### Where the registers sit

Other sequential cells in the stronger grey, the rest of the logic in the fainter grey.
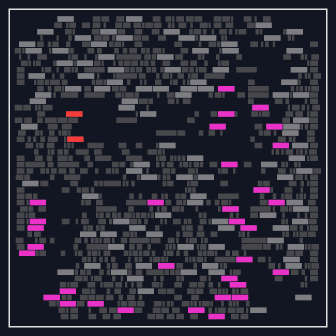
### Floorplan with the power grid

Pins as bars on the die edge.
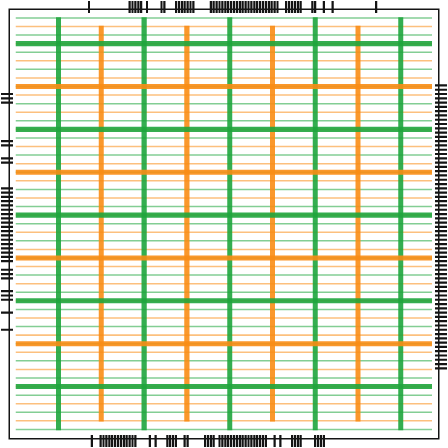
==> config.mk <==
export PLATFORM = sky130hd
export DESIGN_NAME = fetch_ctrl
export DESIGN_NICKNAME = d
export VERILOG_FILES = /design/src/rtl/fetch_ctrl.sv
export SDC_FILE = /design/constraint.sdc
export NUM_CORES = 1
export LEC_CHECK = 0
export CAP_MARGIN = 20
export CORE_MARGIN = 1.5
export CORE_UTILIZATION = 35
export CTS_BUF_LIST = sky130_fd_sc_hd__clkbuf_16
export DETAILED_ROUTE_END_ITERATION = 7
export PLACE_DENSITY = 0.72
export SLEW_MARGIN = 25
export SYNTH_ARGS = -nofsm -noshare
export SYNTH_HDL_FRONTEND = slang
export SYNTH_SLANG_ARGS = --single-unit
==> constraint.sdc <==
create_clock -name clk -period 3.3 [get_ports clk]
set_clock_uncertainty 0.05 [all_clocks]
set_input_delay 0.66 -clock clk [delete_from_list [all_inputs] [get_ports clk]]
set_output_delay 0.66 -clock clk [all_outputs]
set_load 0.01 [all_outputs]
==> flow_summary_export.csv <==
group,metric,value,unit
detailed_routing,drtIter0Drc,372,
floorplan,fp_util,35.8,%
timing,rsz0062_at_grt,"false",
pwr,ir_drop,0.317,mV
critical_path,critPathTopFamily,"buffers and inverters",
synthesis,yosysTopAreaCell,"dfxtp_1",
timing,finalSetupViolCount,0,
finish,diodes,0,
cts,cts_tree,"built",
critical_path,start_kind,"register",
critical_path,path_cells,"ha_1 -> clkdlybuf4s50_1",
critical_path,reg2reg_depth,8,
worst_hold_path,hold_path_class,"register to register",
synthesis,yosysWarnings,0,
critical_path,worstSetupEndpointType,"primary output",
synthesis,simple_gate_share,27.3,%
cts,cts_root_buf,"clkbuf_16",
synthesis,syn-num-nets,817,
global_routing,grt_max_degree,72,
synthesis,synth-xor-area-share,3.97,%
timing,max_slew_margin,51.9,%
flow_run,drv_cap,0,
critical_path,crit_fanout,9,
global_routing,grtUsageTotal,20.0,%
critical_path,r2r_slack,0.83,ns
synthesis,synth.avg_cell_area,8.37,sq um
synthesis,mux_share,0.710,%
synthesis,yosysUniqueCellTypes,64,
critical_path,crit_type,"register to primary output",
finish,syn2layout_area_growth,44.5,%
detailed_routing,detail-route-antenna-nets,0,
floorplan,dieArea,18400,sq um
synthesis,ys_async_sr_fraction,0,%
critical_path,cp.arrival,1.90,ns
finish,fin_nets,1002,
placed_design,port_buffers,203,
timing,fmax,382,MHz
critical_path,crit_buf_inv,1,
finish,stdcell_area,8920,sq um
finish,mostFrequentLayoutCell,"clkdlybuf4s50_1",
cts,post_cts_buffers,0,
floorplan,io_pins,204,
global_routing,use_met3,5.69,%
flow_run,warnings,31,
detailed_routing,post-route-drc-count,0,
critical_path,max_stage_delay,0.61,ns
worst_hold_path,whs_path_depth,2,
placed_design,place_inst,1128,
cts,cts_max_level,4,
synthesis,synth_top_area_share,42.8,%
detailed_routing,drt_wl_total,18800,microns
synthesis,ff_type,"dfxtp_1",
synthesis,syn_area,6170,sq um
timing,tns,0,ns
synthesis,area_leaders,"dfxtp_1, nand2_1, a21oi_1",
detailed_routing,num_vias,6009,
detailed_routing,firstDrtPassIters,7,
cts,cts.path.max_buffers,2,
floorplan,core-area,17200,sq um
timing,hold_violations,0,
timing,hold-worst-slack,0.401,ns
synthesis,top_logic_kind,"simple AND/OR/NAND/NOR gates",
global_routing,grt_pass1_wl,29100,microns
timing,finalCritPeriodShare,79.2,%
synthesis,ys_seq_share,42.8,%
timing,final_max_slew_viol_count,0,
synthesis,syn_inst,737,
critical_path,required,2.59,ns
cts,cts_sinks,132,
synthesis,ys_sh_aoi,18.0,%
synthesis,yosys_cells,737,
critical_path,path_depth,2,
finish,drive_gt1_share,10.2,%
global_routing,use_met1,25.9,%
detailed_routing,viasPerCell,5.18,
cts,cts-resized-gates,0,
placed_design,place_area,8350,sq um
finish,layout.cells.non_filler,1160,
status,status,"finished clean",
synthesis,ys_ff,132,
critical_path,slowest_stage,"clkdlybuf4s50_1",
timing,period_needed,2.61,ns
finish,lay_top_cells,"clkdlybuf4s50_1, nand2_1, dfxtp_1, a21oi_1, nor2_1",
synthesis,enable_flop_cells,0,
placed_design,dp_hpwl,12500,microns
global_routing,met2_usage,31.9,%
floorplan,rows,48,
timing,worst_pin_slew,0.721,ns
cts,cts.clk_slew.worst_paths,0.06,ns
global_routing,overflow,0,
cts,cts_hold_buf,0,
pwr,power_density,431,nW/um^2
pwr,p_leak,3.04,nW
synthesis,yosys_area,6170,sq um
synthesis,synthAdderAreaFrac,1.62,%
global_routing,antenna_found_initial,0,
global_routing,grt_pass1_vias,5482,
global_routing,top_usage_layer,"met2",
placed_design,gp_congestion,0.865,
cts,cts_inserted_buffers,17,
detailed_routing,wl_per_cell,16.2,microns
cts,worstSkewPairLatency,0.42,ns
-- 'Where the registers sit' (at the start) --
red -> state  # sequential cells 2
magenta -> instr_pc  # sequential cells 32
not coloured = 98
Sequential Power: 1.66 mW
Storage cell area: 2640 sq um
Seq area share: 29.6%
Layout Utilization: 51.7%

-- 'Floorplan with the power grid' (at the start) --
green -> VSS
orange -> VDD
rows = 48
met1 rails = 49
signal pins = 204
Die Wd: 136 microns
die y size: 136 microns

==> layer usage <==
metal	vias up	wire length [microns]
li1	2968	-
met1	2801	8510
met2	219	8540
met3	21	1390
met4	0	322
met5	-	0
==> through the flow <==
step | worst slack [ns] | total power, mW
floorplan | 1.13 | 1.85
global placement | 0.493 | 2.04
detailed placement | 0.517 | 2.04
CTS | 0.652 | 3.88
global route | 0.586 | 3.98
finish | 0.685 | 3.84
==> logic make-up after synthesis <==
kind of cell	after synthesis
buffers and inverters	61
adders and majority gates	8
xor gates and xnor gates	28
muxes	4
DFF	132
and+or+nand+nor	334
AOI/OAI and AO/OA	170
==> where the power goes <==
group / internal (mW) / total, mW / switching [mW]
Clock: 1.10 / 1.83 / 0.731
Combinational: 0.176 / 0.352 / 0.176
Sequential: 1.62 / 1.66 / 0.0384
==> area by class of cell <==
type | instances | area [sq um]
Sequential cell | 132 | 2640
Clock inverter | 15 | 144
Fill cell | 1611 | 8320
Clock buffer | 17 | 425
Multi-Input combinational cell | 544 | 3210
Timing Repair Buffer | 215 | 2170
Inverter | 12 | 45.0
Tap cell | 225 | 282
==> worst min-delay path, delay by kind of cell (launching register included) <==
kind / cells / cell delay [ns]
and+or+nand+nor: 1 / 0.05
AOI/OAI and AO/OA: 1 / 0.05
DFF: 1 / 0.31
==> cell usage after synthesis (4+ instances only) <==
master	n
dfxtp_1	132
a21oi_2	20
or3_1	4
buf_6	13
xnor2_1	5
and3_1	10
o211ai_1	5
o21ai_1	7
buf_2	10
nand3_1	28
ha_1	8
a21o_1	4
xor2_1	23
o21ai_0	13
a21oi_1	74
nand2b_1	4
a211oi_1	7
and2_1	7
inv_1	12
nand2_1	144
and4_1	9
nor3_1	9
nor2_1	55
nand4_1	18
nand2_2	18
a32oi_1	6
clkbuf_1	22
a31oi_1	6
nor2b_1	4
o32ai_1	5
No activity file was given, so power comes from the tool's default toggle rates.
